[src/rtl/sig_source_pkg.sv]
// sig_source_pkg: mode, LFSR tap, throttle seed and FSM encodings for sig_frame_source
package sig_source_pkg;
  localparam logic [1:0] MODE_COUNT = 2'd0;
  localparam logic [1:0] MODE_PRBS = 2'd1;
  localparam logic [1:0] MODE_CONST = 2'd2;
  localparam logic [31:0] DATA_TAPS = 32'h8020_0003;
  localparam logic [15:0] THR_TAPS = 16'hB400;
  localparam logic [15:0] THR_SEED_XOR = 16'hACE1;
  typedef enum logic [1:0] {S_IDLE, S_RUN, S_DONE} state_t;
endpackage

[src/rtl/sig_lfsr.sv]
// sig_lfsr: right-shifting Galois LFSR with synchronous load; a zero seed loads as 1
module sig_lfsr #(
  parameter int W = 32,
  parameter logic [W-1:0] TAPS = '1
) (
  input  logic         a_clk,
  input  logic         rst_n,
  input  logic         load,
  input  logic [W-1:0] seed,
  input  logic         step,
  output logic [W-1:0] state
);
  logic [W-1:0] state_d, state_q;
  always_comb begin
    state_d = load ? ((seed == '0) ? W'(1) : seed)
            : step ? ((state_q >> 1) ^ (state_q[0] ? TAPS : '0))
            : state_q;
  end
  always_ff @(posedge a_clk) begin
    if (!rst_n) state_q <= '0;
    else state_q <= state_d;
  end
  assign state = state_q;
endmodule

[src/rtl/sig_frame_source.sv]
// sig_frame_source: framed I/Q test-pattern source (COUNT/PRBS/CONST) on a valid/ready/last stream.
// Define SIG_FRAME_SOURCE_THROTTLE_EN to add a pseudo-random valid throttle.
module sig_frame_source
  import sig_source_pkg::*;
#(
  parameter int WIDTH = 4,
  parameter int NCHAN = 1,
  parameter int LENW = 10
) (
  input  logic                   a_clk,
  input  logic                   rst_n,
  input  logic                   start_i,
  input  logic [1:0]             mode_i,
  input  logic [LENW-1:0]        len_i,
  input  logic [7:0]             frames_i,
  input  logic [31:0]            seed_i,
  output logic                   busy_o,
  output logic                   done_o,
  output logic                   m_valid_o,
  input  logic                   m_ready_i,
  output logic                   m_last_o,
  output logic [WIDTH*NCHAN-1:0] m_idata_o,
  output logic [WIDTH*NCHAN-1:0] m_qdata_o
);
  localparam int B = 2 * WIDTH * NCHAN;
  localparam int H = B / 2;
  state_t state_d, state_q;
  logic [1:0] mode_d, mode_q;
  logic [LENW-1:0] len_d, len_q, beat_d, beat_q;
  logic [7:0] frames_d, frames_q, frame_d, frame_q;
  logic [31:0] seed_d, seed_q, prbs, src;
  logic [B-1:0] cnt_d, cnt_q, d;
  logic run, valid, acc, last, ld;
  assign run = state_q == S_RUN;
  assign ld = state_q == S_IDLE && start_i;
  assign acc = valid && m_ready_i;
  assign last = beat_q == len_q - LENW'(1);
  always_comb begin
    state_d = state_q;
    mode_d = mode_q;
    len_d = len_q;
    frames_d = frames_q;
    seed_d = seed_q;
    beat_d = beat_q;
    frame_d = frame_q;
    cnt_d = cnt_q;
    if (ld) begin
      mode_d = mode_i;
      len_d = len_i;
      frames_d = frames_i;
      seed_d = seed_i;
      beat_d = '0;
      frame_d = '0;
      cnt_d = '0;
      state_d = (len_i == '0 || frames_i == '0) ? S_DONE : S_RUN;
    end else if (acc) begin
      cnt_d = cnt_q + B'(1);
      beat_d = last ? '0 : beat_q + LENW'(1);
      frame_d = last ? frame_q + 8'd1 : frame_q;
      state_d = (last && frame_q + 8'd1 == frames_q) ? S_DONE : S_RUN;
    end else if (state_q == S_DONE) begin
      state_d = S_IDLE;
    end
  end
  always_ff @(posedge a_clk) begin
    if (!rst_n) begin
      state_q <= S_IDLE;
      mode_q <= MODE_COUNT;
      len_q <= '0;
      frames_q <= '0;
      seed_q <= '0;
      beat_q <= '0;
      frame_q <= '0;
      cnt_q <= '0;
    end else begin
      state_q <= state_d;
      mode_q <= mode_d;
      len_q <= len_d;
      frames_q <= frames_d;
      seed_q <= seed_d;
      beat_q <= beat_d;
      frame_q <= frame_d;
      cnt_q <= cnt_d;
    end
  end
  sig_lfsr #(.W(32), .TAPS(DATA_TAPS)) u_data (
    .a_clk(a_clk), .rst_n(rst_n), .load(ld), .seed(seed_i), .step(acc), .state(prbs)
  );
`ifdef SIG_FRAME_SOURCE_THROTTLE_EN
  logic [15:0] thr;
  logic hold_d, hold_q;
  sig_lfsr #(.W(16), .TAPS(THR_TAPS)) u_thr (
    .a_clk(a_clk), .rst_n(rst_n), .load(ld), .seed(seed_i[31:16] ^ THR_SEED_XOR),
    .step(run), .state(thr)
  );
  // a stalled beat stays valid regardless of the throttle bit
  assign valid = run && (hold_q || thr[0]);
  always_comb hold_d = valid && !m_ready_i;
  always_ff @(posedge a_clk) begin
    if (!rst_n) hold_q <= 1'b0;
    else hold_q <= hold_d;
  end
`else
  assign valid = run;
`endif
  // anything above MODE_PRBS, including the reserved code, sends the seed
  assign src = mode_q == MODE_COUNT ? 32'(cnt_q) : mode_q == MODE_PRBS ? prbs : seed_q;
  assign d = src[B-1:0];
  assign busy_o = run;
  assign done_o = state_q == S_DONE;
  assign m_valid_o = valid;
  assign m_last_o = valid && last;
  assign m_idata_o = valid ? d[H-1:0] : '0;
  assign m_qdata_o = valid ? d[B-1:H] : '0;
endmodule

[config.mk]
export PLATFORM = sky130hd
export DESIGN_NAME = sig_frame_source
export DESIGN_NICKNAME = d
export VERILOG_FILES = /design/src/rtl/sig_source_pkg.sv /design/src/rtl/sig_lfsr.sv /design/src/rtl/sig_frame_source.sv
export SDC_FILE = /design/constraint.sdc
export NUM_CORES = 1
export LEC_CHECK = 0
export CAP_MARGIN = 20
export CORE_UTILIZATION = 59
export DETAILED_ROUTE_END_ITERATION = 8
export HOLD_SLACK_MARGIN = 0.02
export PLACE_DENSITY = 0.95
export SYNTH_ARGS = -nofsm -noshare
export SYNTH_HDL_FRONTEND = slang
export SYNTH_HIERARCHICAL = 1
export SYNTH_SLANG_ARGS = --single-unit
[constraint.sdc]
create_clock -name a_clk -period 5.3 [get_ports a_clk]
set_input_delay 0.53 -clock a_clk [delete_from_list [all_inputs] [get_ports a_clk]]
set_output_delay 0.53 -clock a_clk [all_outputs]
set_load 0.005 [all_outputs]
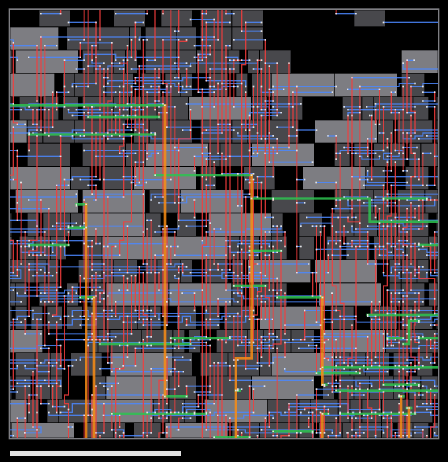
(zoomed window)
Scale bar: 20 um. Region (21, 39) to (71, 89) um. Cells in gray, sequential cells in the stronger gray; small squares are vias.
- metal 1: blue
- metal 3: green
- metal 4: orange
- metal 2: red
- most frequent: dfxtp_1 (36), nand2_1 (35), o21ai_0 (20)
- sequential cells in the window: 36
- netlist names of flops here include: `u_data/state` (16), `frame_q` (7), `cnt_q` (5)
- cells with their middle in the window: 247

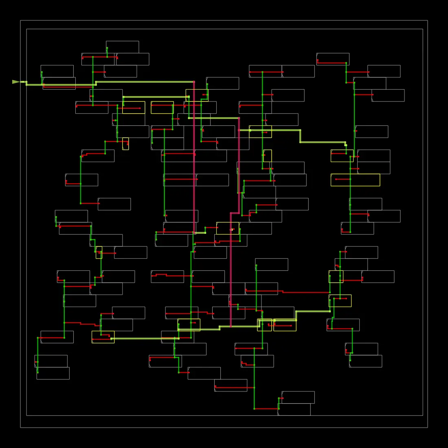
(clock routing)
clk latency late pin: 360 ps
CLK BUF: 12
clk_skew: 7.72 ps
Power Clock: 462 uW
Num CTS Buffers: 9

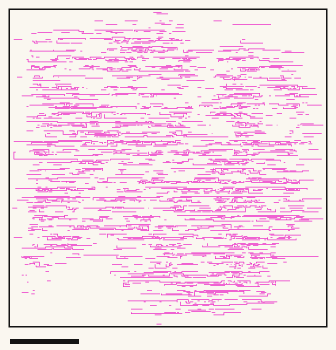
(M1 wires)
Scale bar: 20 um.
- nets with wire on the layer: 630
- longest straight run: 31.7 um

==> metrics.yaml <==
synth:
  top_cell: "nand2_1"
  edf_count: 0
  ys_seq_share_pct: 37.1
  ys_area_um2: 4750
  ys_ff: 88
  syn_area_um2: 4750
setup_path:
  cp_cell_sequence: "inv_1, ha_1, nor2b_1, or3_1, a31oi_1, or3b_2, nor3_1, clkdlybuf4s50_1"
  path_max_fanout: 7
  crit_arrival_ps: 3280
  r2r-start: "len_q[0]"
  crit_type: "flop to output pin"
  crit_buf_inv: 2
  crit_path_max_incr_delay_ps: 540
sta:
  grt_setup_unrepaired: "false"
  fmax_mhz: 262
  setup_viol: 0
clocking:
  htree_levels: 3
  cts_tree: "done"
power_and_ir_drop:
  pwr_density_cell_nw_per_um2: 271
  p_comb_share_pct: 20.2
  p_leak_uw: 0.00194
  comb-power_uw: 306
floorplanning:
  taps: 102
  coreArea_um2: 7770
grt:
  first_global_vias: 4258
  track_usage_pct: 28.6
  met2_usage_pct: 49.9
finish:
  nets: 695
  area.growth.synth_to_final_pct: 17.8
  most-common-layout-cells: "110 x nand2_1, 88 x dfxtp_1, 67 x clkdlybuf4s50_1"
  combGateArea_um2: 2770
  postLayoutCoreUtil_pct: 72.0
  n_sequential_cell: 88
run_status:
  status: "completed"
placement:
  pre_cts_ws_ps: 1930
  dp_hpwl_um: 7880
route:
  highest-signal-layer: "met4"
  ant_nets: 0
  wl_met1_um: 4640
  drt-vias-per-instance: 6.02
worst_hold_path:
  hold_class: "flop to flop"
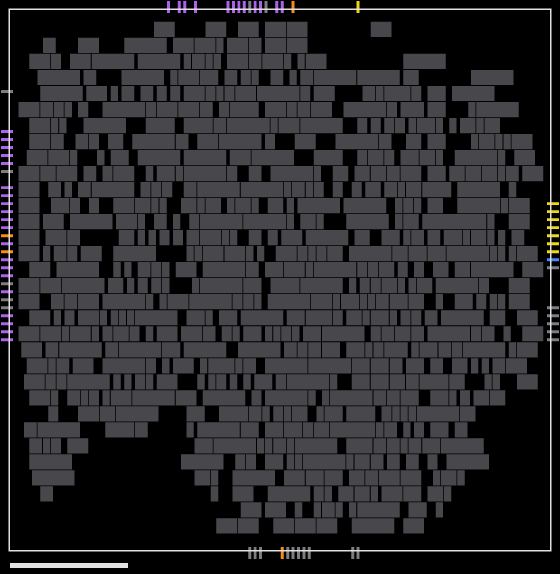
(pin placement)
Scale bar: 20 um. Pins as bars across the die edge, other pins in gray.
- `done_o`: blue (pins 1; direction output; edge right)
- `m_qdata_o`: orange (pins 4; direction output; edge 2 left, 1 top, 1 bottom)
- `seed_i`: purple (pins 32; direction input; edge 20 left, 12 top)
- `frames_i`: yellow (pins 8; direction input; edge 7 right, 1 top)
- all pins by edge: 27 left, 16 top, 14 right, 11 bottom
Die Width: 91.7 um
Port Buf Inserts: 67
DIE HEIGHT: 91.7 um

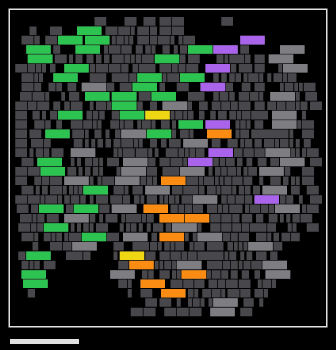
(sequential cells grouped by signal name)
Scale bar: 20 um.
- `u_data/state`: green (placed flops 32)
- `beat_q`: orange (placed flops 10)
- `mode_q`: yellow (placed flops 2)
- `frame_q`: purple (placed flops 8)
- not colored: 36

Power and IR drop assume default switching activity.
